===== src/rtl/simplerisc_pkg.sv =====
// Shared SimpleRISC definitions used by the fetch and operand-fetch stages.
// Holds the opcode field layout, special opcodes and the fetch FSM state type.
package simplerisc_pkg;

  localparam int XLEN = 32;

  localparam int OPC_MSB = 31;
  localparam int OPC_LSB = 27;

  localparam logic [4:0] OPC_HLT = 5'b11111;
  localparam logic [4:0] OPC_NOP = 5'b01101;

  localparam logic [XLEN-1:0] NOP_INST = {OPC_NOP, 27'b0};

  typedef enum logic {
    ST_RUN  = 1'b0,
    ST_HALT = 1'b1
  } fetch_state_e;

  function automatic logic is_halt(input logic [XLEN-1:0] inst);
    return inst[OPC_MSB:OPC_LSB] == OPC_HLT;
  endfunction

endpackage


===== src/rtl/fetch_unit_if_of_latch.sv =====
// IF/OF pipeline latch: an enable register for {pc, inst, valid}.
// Flushes are done by the caller loading a bubble with the enable asserted.
module if_of_latch
  import simplerisc_pkg::*;
#(
  parameter logic [31:0] RESET_INST = 32'h6800_0000
) (
  input  logic            clk,
  input  logic            rst_n,
  input  logic            en,
  input  logic [XLEN-1:0] pc_i,
  input  logic [XLEN-1:0] inst_i,
  input  logic            valid_i,
  output logic [XLEN-1:0] pc_o,
  output logic [XLEN-1:0] inst_o,
  output logic            valid_o
);

  logic [XLEN-1:0] pc_q, pc_d;
  logic [XLEN-1:0] inst_q, inst_d;
  logic            valid_q, valid_d;

  always_comb begin
    pc_d    = pc_q;
    inst_d  = inst_q;
    valid_d = valid_q;
    if (en) begin
      pc_d    = pc_i;
      inst_d  = inst_i;
      valid_d = valid_i;
    end
  end

  always_ff @(posedge clk or negedge rst_n) begin
    if (!rst_n) begin
      pc_q    <= '0;
      inst_q  <= RESET_INST;
      valid_q <= 1'b0;
    end else begin
      pc_q    <= pc_d;
      inst_q  <= inst_d;
      valid_q <= valid_d;
    end
  end

  assign pc_o    = pc_q;
  assign inst_o  = inst_q;
  assign valid_o = valid_q;

endmodule


===== src/rtl/fetch_unit.sv =====
// SimpleRISC instruction-fetch stage: owns the PC, drives instruction memory
// and feeds the IF/OF latch, handling stall, branch redirect and halt.
module fetch_unit #(
  parameter logic [31:0] RESET_PC = 32'h0000_0000,
  parameter logic [31:0] NOP_INST = 32'h6800_0000
) (
  input  logic        clk,
  input  logic        rst_n,
  output logic [31:0] imem_addr,
  input  logic [31:0] imem_rdata,
  input  logic        stall,
  input  logic        branch_taken,
  input  logic [31:0] branch_pc,
  output logic [31:0] of_pc,
  output logic [31:0] of_inst,
  output logic        of_valid,
  output logic        halted,
  output logic [31:0] fetch_count
);

  import simplerisc_pkg::*;

  fetch_state_e    state_q, state_d;
  logic [XLEN-1:0] pc_q, pc_d;
  logic [XLEN-1:0] count_q, count_d;

  logic            latch_en;
  logic [XLEN-1:0] latch_pc;
  logic [XLEN-1:0] latch_inst;
  logic            latch_valid;

  // Priority in RUN is branch > stall > halt > normal; a branch squashes the
  // fetched word, so a halt fetched alongside a redirect never takes effect.
  always_comb begin
    state_d     = state_q;
    pc_d        = pc_q;
    count_d     = count_q;
    latch_en    = 1'b0;
    latch_pc    = pc_q;
    latch_inst  = imem_rdata;
    latch_valid = 1'b1;

    case (state_q)
      ST_RUN: begin
        if (branch_taken) begin
          pc_d        = branch_pc;
          latch_en    = 1'b1;
          latch_inst  = NOP_INST;
          latch_valid = 1'b0;
        end else if (!stall) begin
          latch_en = 1'b1;
          count_d  = count_q + 32'd1;
          if (is_halt(imem_rdata)) begin
            state_d = ST_HALT;
          end else begin
            pc_d = pc_q + 32'd4;
          end
        end
      end
      ST_HALT: begin
        if (!stall) begin
          latch_en    = 1'b1;
          latch_inst  = NOP_INST;
          latch_valid = 1'b0;
        end
      end
      default: begin
        state_d = ST_RUN;
      end
    endcase
  end

  always_ff @(posedge clk or negedge rst_n) begin
    if (!rst_n) begin
      state_q <= ST_RUN;
      pc_q    <= RESET_PC;
      count_q <= '0;
    end else begin
      state_q <= state_d;
      pc_q    <= pc_d;
      count_q <= count_d;
    end
  end

  if_of_latch #(
    .RESET_INST(NOP_INST)
  ) u_latch (
    .clk     (clk),
    .rst_n   (rst_n),
    .en      (latch_en),
    .pc_i    (latch_pc),
    .inst_i  (latch_inst),
    .valid_i (latch_valid),
    .pc_o    (of_pc),
    .inst_o  (of_inst),
    .valid_o (of_valid)
  );

  assign imem_addr   = pc_q;
  assign halted      = (state_q == ST_HALT);
  assign fetch_count = count_q;

endmodule


===== config.mk =====
export PLATFORM = sky130hd
export DESIGN_NAME = fetch_unit
export DESIGN_NICKNAME = d
export VERILOG_FILES = /design/src/rtl/simplerisc_pkg.sv /design/src/rtl/fetch_unit_if_of_latch.sv /design/src/rtl/fetch_unit.sv
export SDC_FILE = /design/constraint.sdc
export NUM_CORES = 1
export LEC_CHECK = 0
export CORE_MARGIN = 4
export CORE_UTILIZATION = 35
export CTS_CLUSTER_DIAMETER = 100
export DETAILED_ROUTE_END_ITERATION = 12
export PLACE_DENSITY_LB_ADDON = 0.08
export SLEW_MARGIN = 20
export SYNTH_ARGS = -nofsm -noshare
export SYNTH_HDL_FRONTEND = slang
export SYNTH_SLANG_ARGS = --single-unit
export TNS_END_PERCENT = 20

===== constraint.sdc =====
create_clock -name clk -period 2.6 [get_ports clk]
set_input_delay 0.52 -clock clk [delete_from_list [all_inputs] [get_ports clk]]
set_output_delay 0.52 -clock clk [all_outputs]
set_load 0.005 [all_outputs]

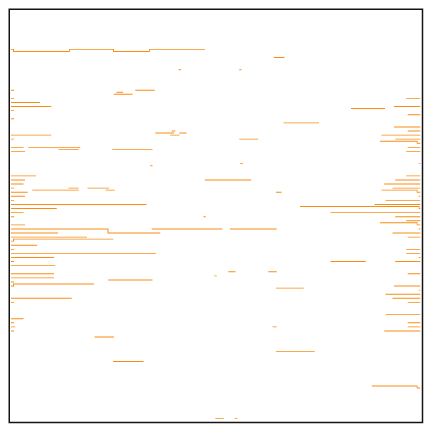
run_1/layer_met3.png
Scale: 3 px per um.
- nets with wire on the layer: 105
- share of all routed wire: 6.3%
- main direction: horizontal
- longest straight run: 48.1 um
- wire length on this layer: 1,110 um
drt total wl: 17.7 mm
vias: 5,242

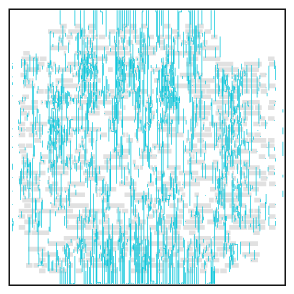
run_1/layer_met2.png
Scale: 2 px per um. Cells faint in the background.
- nets with wire on the layer: 742
- longest straight run: 57.4 um
- main direction: vertical
- wire length on this layer: 8,800 um
- share of all routed wire: 50%

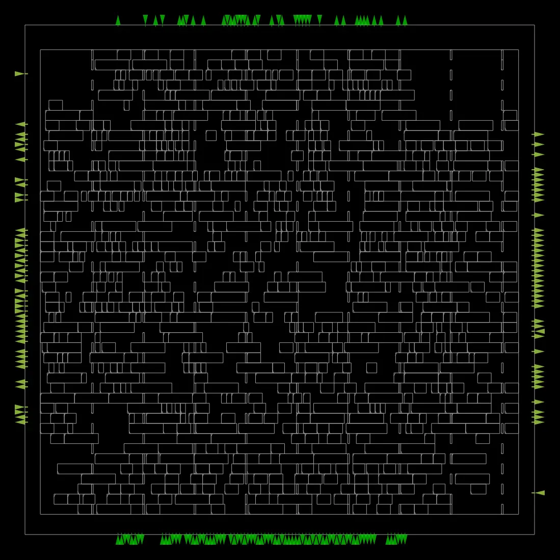
run_1/placement.png
row count: 46
flop share of the area: 37.1%
Post-Layout Cell Count: 1,027

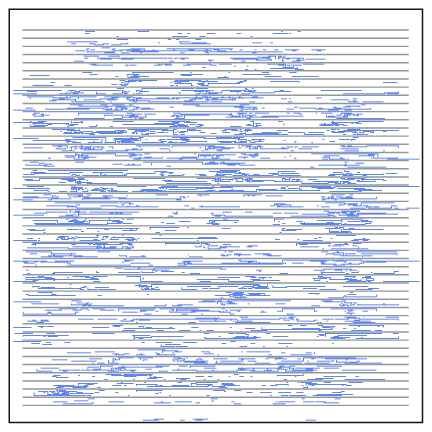
run_1/layer_met1.png
Scale: 3 px per um. Supply wires on this layer in grey.
- share of all routed wire: 42%
- wire length on this layer: 7,460 um
- main direction: horizontal
- nets with wire on the layer: 770
met1 GRT Util: 24.4%

==> Slide: Implementation Results, run 1 <==
Synthesis and Place & Route Summary

Die
  – Total die size: ~0.019 mm2
  – Core footprint: about 0.016 mm2

Logic synthesis
  – Commonest cells post-synth: nand2_1 (140), dfrtp_1 (127), o21ai_0 (34)
  – Yosys cell types: 52
  – Ys Warns: 0
  – Complex Gates by Area: 14.4%
  – Yosys Chip Area: a little under 0.006 mm2
  – Cell Area, Synth: between 0.005 and 0.006 mm2
  – Synth flops: around 130
  – Most common reg cell: dfrtp_1
  – Yosys simple share: a little over a fifth
  – Post-synth EDFFs: 0
  – Cells after Synth: around 600
  – Top cell area share: 54.4%

Final timing
  – Sum of negative setup slack: 0 ns
  – FMAX: between 400 and 500 MHz
  – RSZ-0062 raised after global routing: no

Route
  – Vias per cell: 5.10
  – WL/cell: ~17 um
  – Met3 wire len: between 1 and 1.5 mm

Power and ir drop
  – Comb power frac: 22.3%
  – Sw Share: between 20 and 30%

Cells and area
  – Layout net count: ~870
  – Logic area: about 0.0024 mm2

Worst setup path
  – Worst R2R Path Depth: 6
  – Largest delay share family, worst path: buffers and inverters
  – CP max stage cell: clkdlybuf4s50_1
  – Critical path class: reg -> out
  – Reg-to-reg slack, setup: 0.50 ns
  – Data required, critical path: ~2.1 ns

CTS
  – Hold buffer count at cts: 0
  – CTS clk-pin slew, worst paths: around 0.060 ns
  – CTS root buf: clkbuf_16
  – CTS resizes: 0

Status
  – Outcome: finished, final reports clean

Placement
  – Hpwl dp: around 13 mm
  – Setup WS pre-CTS: 0.215 ns
-- run 1: final cells by class --
type	instances	share of cell area, %
well taps	216	3.08
clock buffers	19	5.04
flip-flops and latches	130	37.1
multi-input cells	424	27.7
inverters	8	0.342
clock inverters	13	2.08
repair buffers	217	24.7
-- run 1: power by group through the flow --
stage | Combinational, W | Clock (W) | Sequential [W]
floorplan | 0.000533 | 0 | 0.00266
global placement | 0.00150 | 0 | 0.00271
detailed placement | 0.00152 | 0 | 0.00272
finish | 0.00150 | 0.00252 | 0.00269
CTS | 0.00153 | 0.00258 | 0.00269
global route | 0.00165 | 0.00267 | 0.00275
run_1/layer_met4.png
Scale: 3 px per um. Supply wires on this layer in grey.
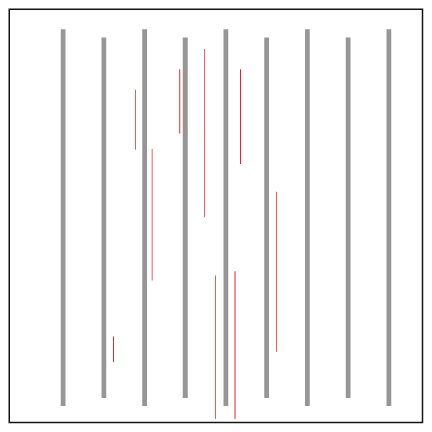

==> run 2: changes to the inputs <==
==> constraint.sdc (replaced) <==
create_clock -name clk -period 2.1 [get_ports clk]
set_input_delay 0.42 -clock clk [delete_from_list [all_inputs] [get_ports clk]]
set_output_delay 0.42 -clock clk [all_outputs]
set_load 0.005 [all_outputs]
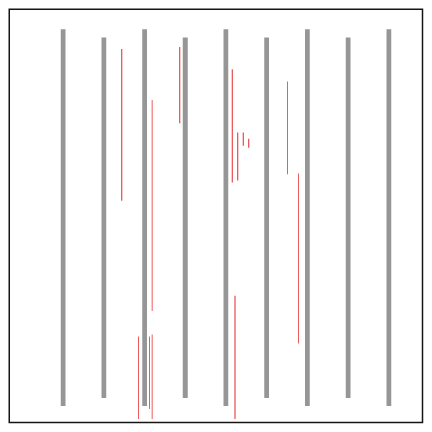
run_2/layer_met4.png
Scale: 3 px per um. Supply wires on this layer in grey.
- wire length on this layer: 412 um
- longest straight run: 70.0 um
- share of all routed wire: 2.3%
drt total wl: 17.9 mm
vias: 5,472

==> run 2 against run 1 <==
Against the previous run:
- combinational power is 39% higher
- worst hold slack better by 0.44 ns
- synthesized area unchanged
- clock-buffer cell count shrank 1
- routed wire length grew 0.95%
- critical path type is now reg -> reg
- highest routed layer unchanged
==> Slide: Implementation Results, run 2 <==
Synthesis and Place & Route Summary

Status
  – Outcome: finished, final reports clean

CTS
  – Hold buffer count at cts: 1
  – CTS clk-pin slew, worst paths: 0.06 ns

Route
  – Vias per cell: about 5.1
  – WL/cell: between 15 and 20 um

Logic synthesis
  – Ys Warns: 0
  – Yosys simple share: around a fifth
  – Cell Area, Synth: approximately 0.0058 mm2
  – Complex Gates by Area: 14.4%
  – Top cell area share: between 50 and 60%
  – Commonest cells post-synth: nand2_1 (140), dfrtp_1 (127), o21ai_0 (34)
  – Yosys cell types: around 52
  – Most common reg cell: dfrtp_1
  – Post-synth EDFFs: 0
  – Cells after Synth: slightly below 600
  – Yosys Chip Area: 0.00585 mm2

Worst setup path
  – Data required, critical path: around 2.4 ns
  – Reg-to-reg slack, setup: 0.11 ns
  – Worst R2R Path Depth: 5

Final timing
  – Sum of negative setup slack: 0 ns
  – FMAX: 503 MHz

Die
  – Core footprint: around 0.016 mm2
  – Total die size: around 0.019 mm2
  – Row count: 46

Placement
  – Setup WS pre-CTS: -0.116 ns
  – Hpwl dp: about 13 mm

Power and ir drop
  – Comb power frac: between 20% and 30%
  – Comb. pwr: approximately 0.0021 W

Cells and area
  – Post-Layout Cell Count: ~1.1k
  – Layout net count: approximately 900
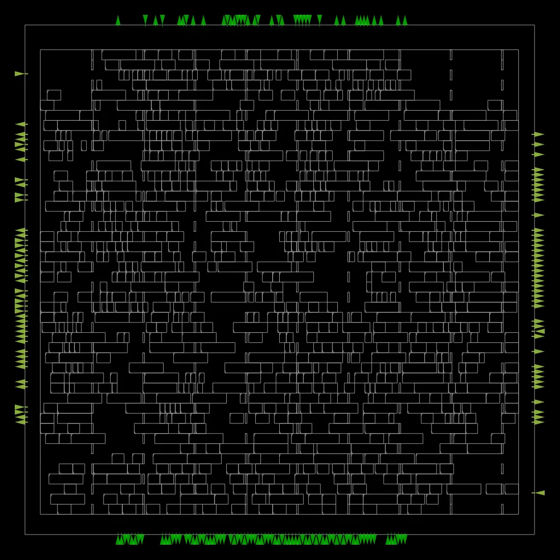
run_2/placement.png
Tap Cells: 216
flop share of the area: 36.2%
fin util: 55.9%

-- run 2: cell type report --
type | count | area, um2
clock buffers | 18 | 429
clock inverters | 14 | 158
fillers | 1461 | 7110
inverters | 8 | 30.0
multi-input cells | 424 | 2430
flip-flops and latches | 130 | 3260
well taps | 216 | 270
repair buffers | 253 | 2430
-- run 2: metal layers --
layer | vias up | track usage [%] | share of wire (%)
met1 | 2660 | 25.1 | 42
met3 | 33 | 4.64 | 6.0
met2 | 198 | 32.3 | 50
li1 | 2581 | - | -
met5 | - | 0 | 0
met4 | 0 | 7.04 | 2.3
-- run 2: critical path, stage by stage, from the launching register on --
cell and delay [ns]:
dfrtp_1 0.46, nand4_1 0.23, nor4_1 0.60, nand4_1 0.20
a21o_1 0.21, a22o_1 0.17
run_2/layer_met1.png
Scale: 3 px per um. Supply wires on this layer in grey.
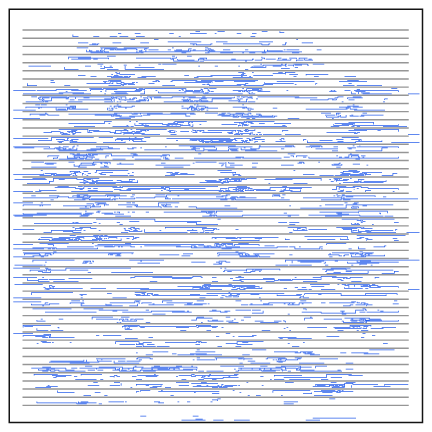

==> run 3: changes to the inputs <==
--- a/config.mk
+++ b/config.mk
@@ -9,7 +9,8 @@
 export CORE_UTILIZATION = 35
 export CTS_CLUSTER_DIAMETER = 100
 export DETAILED_ROUTE_END_ITERATION = 12
-export PLACE_DENSITY_LB_ADDON = 0.08
+export GPL_ROUTABILITY_DRIVEN = 0
+export PLACE_DENSITY = 0.71
 export SLEW_MARGIN = 20
 export SYNTH_ARGS = -nofsm -noshare
 export SYNTH_HDL_FRONTEND = slang
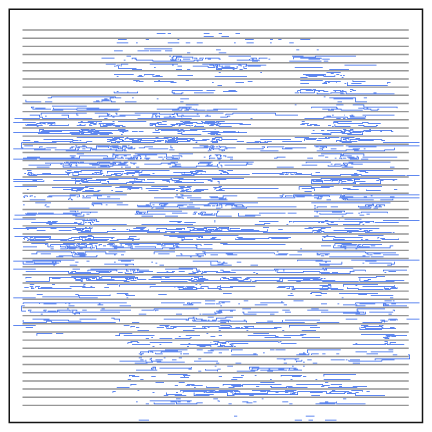
run_3/layer_met1.png
Scale: 3 px per um. Supply wires on this layer in grey.
- wire length on this layer: 7,530 um
- nets with wire on the layer: 789
- longest straight run: 34.5 um

==> run 3 against run 2 <==
Against the previous run:
- worst hold slack gained 0.018 ns
- first-iteration DRC count shrank 39%
- total power is 1.3% lower
- sequential power barely moved
- via count fell by 3.1%
- cell count is the same
- sequential share of layout area did not move
- synthesized cell count unchanged
- critical path depth decreased by 3
- cell area unchanged
- routed wire length decreased by 1.4%
- critical path type is now reg -> out
- largest cell class unchanged
==> Slide: Implementation Results, run 3 <==
Synthesis and Place & Route Summary

Logic synthesis
  – Post-synth EDFFs: 0
  – Yosys cell types: roughly 52
  – Yosys simple share: a little over a fifth
  – Cells after Synth: about 600
  – Complex Gates by Area: between 10 and 15%
  – Cell Area, Synth: around 0.006 mm2
  – Synth flops: roughly 130
  – Commonest cells post-synth: nand2_1 (140), dfrtp_1 (127), o21ai_0 (34)
  – Yosys Chip Area: 0.00585 mm2
  – Most common reg cell: dfrtp_1
  – Ys Warns: 0

Final timing
  – Max_slew headroom: between 60% and 70%
  – FMAX: 520 MHz
  – Sum of negative setup slack: 0 ns

Cells and area
  – Clock network area share: about 6.3%
  – Buffer share of cell area: a little over a quarter
  – Inverter count: 8
  – Buffers, non-clock: approximately 250
  – Logic area: 0.00244 mm2
  – Multi-input gates: about 420
  – Layout net count: between 900 and 1k

Worst setup path
  – Worst R2R Path Depth: 6
  – CP Cell Sequence: buf_4 -> clkdlybuf4s50_1
  – Biggest cell delay along the critical path: approximately 0.50 ns
  – Data required, critical path: between 1.5 and 2 ns
  – Reg-to-reg slack, setup: ~0.2 ns
  – CP max stage cell: clkdlybuf4s50_1
  – Critical path class: reg -> out

Status
  – Outcome: finished, final reports clean

Route
  – Met3 wire len: between 1 and 1.5 mm
  – Vias per cell: ~5.0
  – M1 WL: around 7.5 mm
  – WL/cell: approximately 17 um
  – Drt total wl: around 18 mm
  – Vias: between 5k and 6k

CTS
  – CTS clk-pin slew, worst paths: roughly 0.06 ns
  – CTS root buf: clkbuf_16

Power and ir drop
  – Clock group power: 0.00281 W
  – Sequential cell power: 0.00324 W
  – Comb power frac: between 20% and 30%
  – Sw Share: between 20% and 30%
  – Top pwr grp: registers
  – Comb. pwr: between 0.002 and 0.0025 W

Die
  – Row count: 46
  – Total die size: between 0.015 and 0.02 mm2

GRT
  – Met1 GRT Util: between 20% and 30%
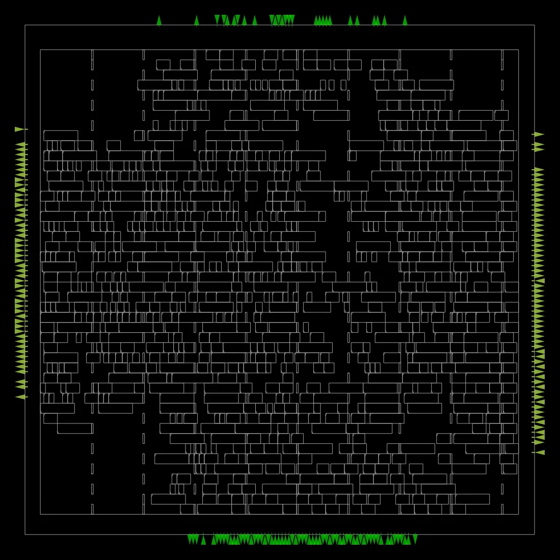
run_3/placement.png
core footprint: 0.0161 mm2
Post-Layout Cell Count: 1,063
flip-flops: 130
number of fill cells: 1,423

-- run 3: metrics by stage --
stage	area [um2]	instances	utilization, %	setup WS, ns
6_report	9000	1063	55.9	0.176
2_1_floorplan	5850	595	-	0.177
5_1_grt	9000	1063	55.9	-0.00371
3_5_place_dp	8420	1030	52.2	-0.0979
4_1_cts	9000	1063	55.8	0.129
3_3_place_gp	8420	1030	52.2	-0.0767
-- run 3: repair_timing --
item / in CTS / in global routing
gates resized: 0 / 1
hold buffers: 1 / 0
setup endpoints to repair: 0 / 1
endpoints found under the hold margin: 34 / 0
buffers inserted: 0 / 0
-- run 3: critical path: cells and delay by family, from the launching register on --
kind | cells | cell delay (ns)
flip-flops | 1 | 0.44
buffers and inverters | 2 | 0.66
No activity file was given, so power comes from the tool's default toggle rates.
